Figure 1. M4 wires.
Scale bar: 20 um.
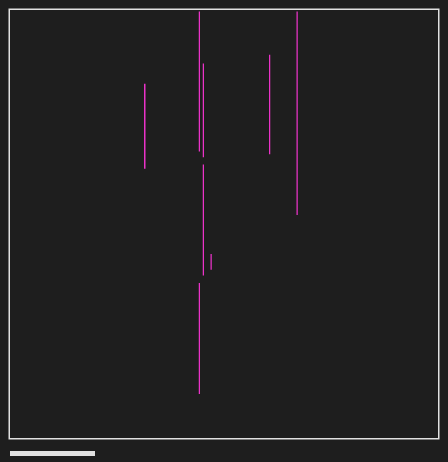
Figure 2. Clock network drawn from the DEF.
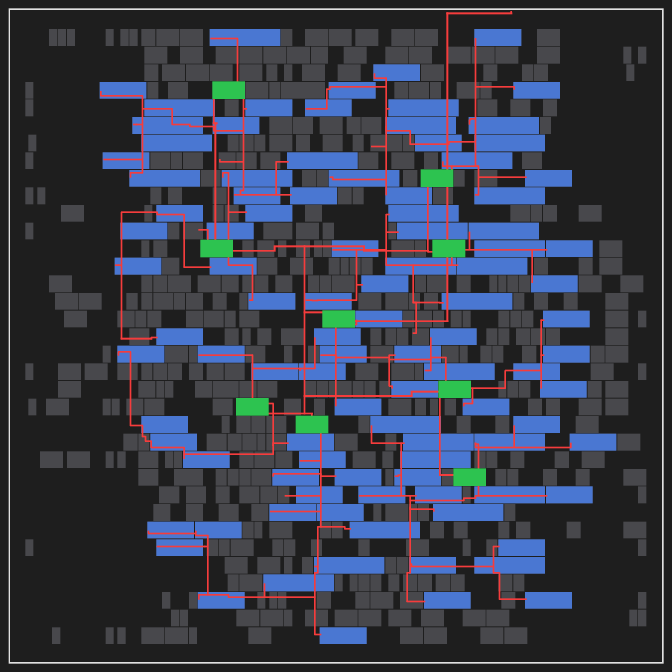
Figure 3. Sizing map.
Scale bar: 20 um.
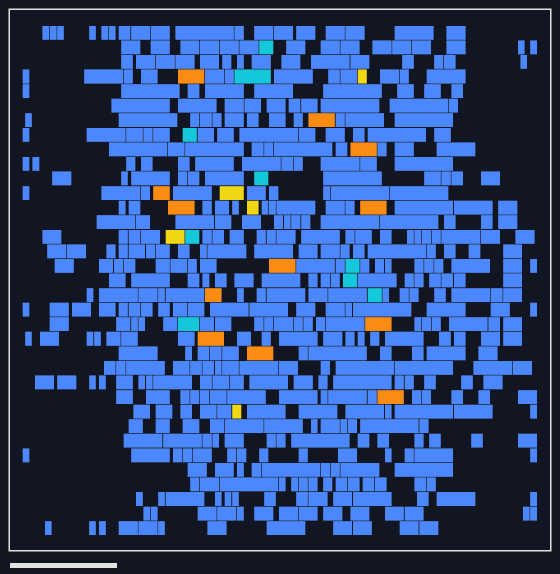
==> config.mk <==
export PLATFORM = sky130hd
export DESIGN_NAME = fetch_stage
export DESIGN_NICKNAME = d
export VERILOG_FILES = /design/src/rtl/fetch_stage.sv
export SDC_FILE = /design/constraint.sdc
export NUM_CORES = 1
export LEC_CHECK = 0
export CORE_MARGIN = 2
export CORE_UTILIZATION = 48
export CTS_BUF_LIST = sky130_fd_sc_hd__clkbuf_8 sky130_fd_sc_hd__clkbuf_16
export DETAILED_ROUTE_END_ITERATION = 7
export PLACE_DENSITY = 0.81
export SYNTH_ARGS = -nofsm -noshare
export SYNTH_HDL_FRONTEND = slang
export SYNTH_SLANG_ARGS = --single-unit
==> constraint.sdc <==
create_clock -name clk -period 4.9 [get_ports clk]
set_input_delay 0.98 -clock clk [delete_from_list [all_inputs] [get_ports clk]]
set_output_delay 0.98 -clock clk [all_outputs]
set_load 0.01 [all_outputs]
==> src/rtl/fetch_stage.sv <==
// Instruction-fetch stage: fetch PC, imem req/ack handshake, one-entry response buffer, branch kill state, IF/ID register.
// Optional performance counters are built only when FETCH_PERF_CNT_EN is defined.
module fetch_stage #(
    parameter logic [15:0] RESET_PC  = 16'h0000,
    parameter logic [15:0] PC_STEP   = 16'd1,
    parameter logic [15:0] NOP_INSTR = 16'h0000
) (
    input  logic        clk,
    input  logic        reset,
    input  logic        stallF,
    input  logic        stallD,
    input  logic        flushD,
    input  logic        InstBranch,
    input  logic [15:0] branch_target,
    output logic        imem_req,
    output logic [15:0] imem_addr,
    input  logic        imem_ack,
    input  logic [15:0] imem_rdata,
    output logic [15:0] instrD,
    output logic [15:0] pcD,
    output logic        validD,
    output logic [15:0] fetch_cnt,
    output logic [15:0] kill_cnt
);
    typedef enum logic {FETCH, KILL} fetchState_t;

    fetchState_t state;
    logic [15:0] pcF;
    logic [15:0] reqAddr;
    logic        reqPending;
    logic        bufValid;
    logic [15:0] bufInstr;
    logic [15:0] bufPc;

    logic issueNew;
    logic accept;
    logic drain;
    logic toBuffer;

    // NOTE: every signal here is assigned on every pass, so no latch can be inferred.
    always_comb begin
        issueNew  = (state == FETCH) && !reqPending && !stallF && !bufValid;
        imem_req  = !reset && (reqPending || issueNew);
        imem_addr = reqPending ? reqAddr : pcF;
        accept    = imem_req && imem_ack && (state == FETCH);
        drain     = bufValid && !stallD && !flushD;
        toBuffer  = accept && !InstBranch && (stallD || bufValid);
    end

    // NOTE: sequential state uses non-blocking assignments so every decision reads pre-edge values.
    always_ff @(posedge clk) begin
        if (reset) begin
            state      <= FETCH;
            pcF        <= RESET_PC;
            reqAddr    <= RESET_PC;
            reqPending <= 1'b0;
            bufValid   <= 1'b0;
            instrD     <= NOP_INSTR;
            pcD        <= 16'h0000;
            validD     <= 1'b0;
        end else begin
            // A raised request is frozen until acked, even across stalls and redirects.
            if (imem_req && !imem_ack) begin
                reqPending <= 1'b1;
                reqAddr    <= imem_addr;
            end else begin
                reqPending <= 1'b0;
            end

            case (state)
                FETCH: if (InstBranch && imem_req && !imem_ack) state <= KILL;
                KILL:  if (imem_ack) state <= FETCH;
            endcase

            if (InstBranch) begin
                pcF <= branch_target;
            end else if (accept) begin
                pcF <= pcF + PC_STEP;
            end

            if (InstBranch || drain) begin
                bufValid <= 1'b0;
            end else if (toBuffer) begin
                bufValid <= 1'b1;
            end

            // With decode free and nothing arriving, IF/ID turns into a bubble so nothing issues twice.
            if (flushD) begin
                instrD <= NOP_INSTR;
                pcD    <= 16'h0000;
                validD <= 1'b0;
            end else if (!stallD) begin
                if (bufValid) begin
                    instrD <= bufInstr;
                    pcD    <= bufPc;
                    validD <= 1'b1;
                end else if (accept) begin
                    instrD <= imem_rdata;
                    pcD    <= imem_addr;
                    validD <= 1'b1;
                end else begin
                    instrD <= NOP_INSTR;
                    pcD    <= 16'h0000;
                    validD <= 1'b0;
                end
            end
        end
    end

    // NOTE: the buffer payload is only read while bufValid is set, so it carries no reset.
    always_ff @(posedge clk) begin
        if (toBuffer) begin
            bufInstr <= imem_rdata;
            bufPc    <= imem_addr;
        end
    end

`ifdef FETCH_PERF_CNT_EN
    logic [15:0] fetchCnt;
    logic [15:0] killCnt;
    logic        discard;
    logic        bufKill;

    always_comb begin
        discard = imem_req && imem_ack && (state == KILL);
        bufKill = InstBranch && bufValid && !drain;
    end

    always_ff @(posedge clk) begin
        if (reset) begin
            fetchCnt <= 16'h0000;
            killCnt  <= 16'h0000;
        end else begin
            if (accept && (fetchCnt != 16'hFFFF)) fetchCnt <= fetchCnt + 16'd1;
            if ((discard || bufKill) && (killCnt != 16'hFFFF)) killCnt <= killCnt + 16'd1;
        end
    end

    assign fetch_cnt = fetchCnt;
    assign kill_cnt  = killCnt;
`else
    assign fetch_cnt = 16'h0000;
    assign kill_cnt  = 16'h0000;
`endif

endmodule

==> impl_metrics.toml <==
# implementation run metrics
[outcome]
status = "finished, final reports clean"

[cells_and_area]
antenna_cells = 0
layout_top_cells = "87 x clkdlybuf4s50_1, 68 x dfxtp_1, 36 x o21ai_0"
layout_top_cell = "clkdlybuf4s50_1"
n_fill_cell = 755
logic_area_um2 = 1830
fin_nets = 563
comb.multi_input.count = 300
comb_share = 0.336
clk_share = 0.0335
drive_gt1_frac = 0.0492
largest_class = "sequential cells"

[floorplanning]
floorplanUtilization = 0.492
std_cell_rows = 35
num_tap_cells = 111
fp.coreArea_um2 = 9150
die_h_um = 101
die-area_um2 = 10200
chipWidth_um = 101

[global_route]
track_usage = 0.201
grt_max_degree = 68
grt_pass1_vias = 3291
met3_usage = 0.0257
grtUsageMet2 = 0.327

[placement]
place.gp.congestion = 0.868
dp_hpwl_mm = 7.31
dpl-instance-area_um2 = 5270
preCtsSetupSlack_ns = 1.32
placedCellCount = 623

[pwr]
pg_comb_mw = 0.219
p_comb_frac = 0.135
p_int_mw = 1.19
totalPowerFinal_mw = 1.62
peakVddDrop_uv = 151
top_power_group = "sequential cells"
leakagePower_nw = 2.10
p_switching_mw = 0.431
power.share.sequential = 0.563
netSwitchingFraction = 0.266
p_clk_mw = 0.490

[critical_path]
critPathCaptureType = "output pin"
worstReg2RegEnd = "instrD[9]"
arrival_ns = 2.61
crit_path_start_kind = "primary input"
r2r-start = "reqPending"
rrSetupSlack_ns = 2.36
path_max_fanout = 2
path_buffers = 2
cp_common_cell = "clkdlybuf4s50_1"
crit_family = "buffers and inverters"

[cts]
cts_setup_buffers = 0
cts_tree = "built"
clock_latency_ns = 0.36
clk_pin_slew_ns = 0.09
cts-resized-gates = 0
numCtsBuffers = 9

[sta]
tns_ns = 0
max-slew-margin-rel = 0.290
fin_skew_ns = 0.0121
drv_slew = 0
rsz0062_at_grt = "no"
hold_violations = 0
worst_pin_slew_ns = 1.06

[route]
drtIter0Drc = 234
drt-pass1-iter-count = 5
dr_wl_met2_mm = 5.16

[synth]
yosysWarnings = 0
postSynthSeqShare = 0.516
netlist-cell-type-count = 44

[min_path]
min_path_type = "reg -> reg"
hold_end = "reqAddr[8]"
whs_path_depth = 2
hold_start = "reqAddr[8]"

[flow_run]
log.warning_count = 26
Notes on Figure 1 above:
share of all routed wire: 1.9%
longest straight run: 47.6 um
nets with wire on the layer: 7
wire length on this layer: 200 um
via count: 3,591
WL final: 10.4 mm

Notes on Figure 2 above:
[green] cells driving clock nets | count: 9
[blue] flip-flops | count: 100
[red] clock wires | length: 1,030 um
routed clock nets: 10

Notes on Figure 3 above:
[yellow] drive 2 | cells: 5
[orange] drive 6 and up | cells: 12 | most used: clkbuf_8
[blue] drive 1 or less | cells: 502 | most used: clkdlybuf4s50_1
[cyan] drive 3 to 4 | cells: 9 | most used: buf_4
final instance area: 5460 um2
count of non-CTS buffers in the layout: 92
Area growth syn-to-layout: 21.2%
Final WS setup: 1.31 ns

==> cell usage after synthesis, types with 2 or more instances <==
master / instances
or4_1: 3
nor3_1: 20
and4_1: 3
nand2_1: 10
a21oi_1: 19
a32oi_1: 2
inv_1: 20
o21ai_0: 36
o31ai_1: 3
nand4_1: 5
or3_1: 5
buf_4: 33
buf_1: 2
a211oi_1: 8
edfxtp_1: 32
dfxtp_1: 68
buf_6: 3
a311oi_1: 5
a221oi_1: 16
xor2_1: 6
nand3_1: 23
nand2b_1: 16
nor2b_1: 16
and3_1: 22
a211o_1: 3
clkbuf_1: 25
nor2_1: 15
mux2i_1: 17
nor4_1: 2
buf_2: 2
==> worst max path at each step <==
stage,to,slack [ns],cells after the start,startpoint
floorplan,bufInstr[0],0.63,4,stallD
global placement,imem_req,1.38,4,stallF
detailed placement,imem_req,1.32,4,stallF
CTS,imem_req,1.31,4,stallF
global route,imem_req,1.24,4,stallF
finish,imem_req,1.31,4,stallF
==> kinds of logic (layout without fill, tap and decap cells) <==
group	count (synthesis)	count (layout)	share of synthesized area
adders and majority gates	1	1	0.00278
AOI/OAI and AO/OA	95	95	0.138
xor gates and xnor gates	7	7	0.0136
and+or+nand+nor	148	148	0.187
DFF	100	100	0.516
buffers and inverters	85	128	0.104
muxes	17	17	0.0378
other	1	32	0.000833
==> state kept, by name, indices dropped and copies added, names as in the netlist <==
register and flops:
instrD 16, state 1, validD 1, pcD 16, reqAddr 16, reqPending 1, pcF 16, bufValid 1
bufInstr 16, bufPc 16
==> worst reg2reg max path, cell delays in order, from the launching register on <==
cell	delay, ns
dfxtp_1	1.03
o21bai_4	0.38
and3b_1	0.62
a221oi_1	0.18
nor3_1	0.25
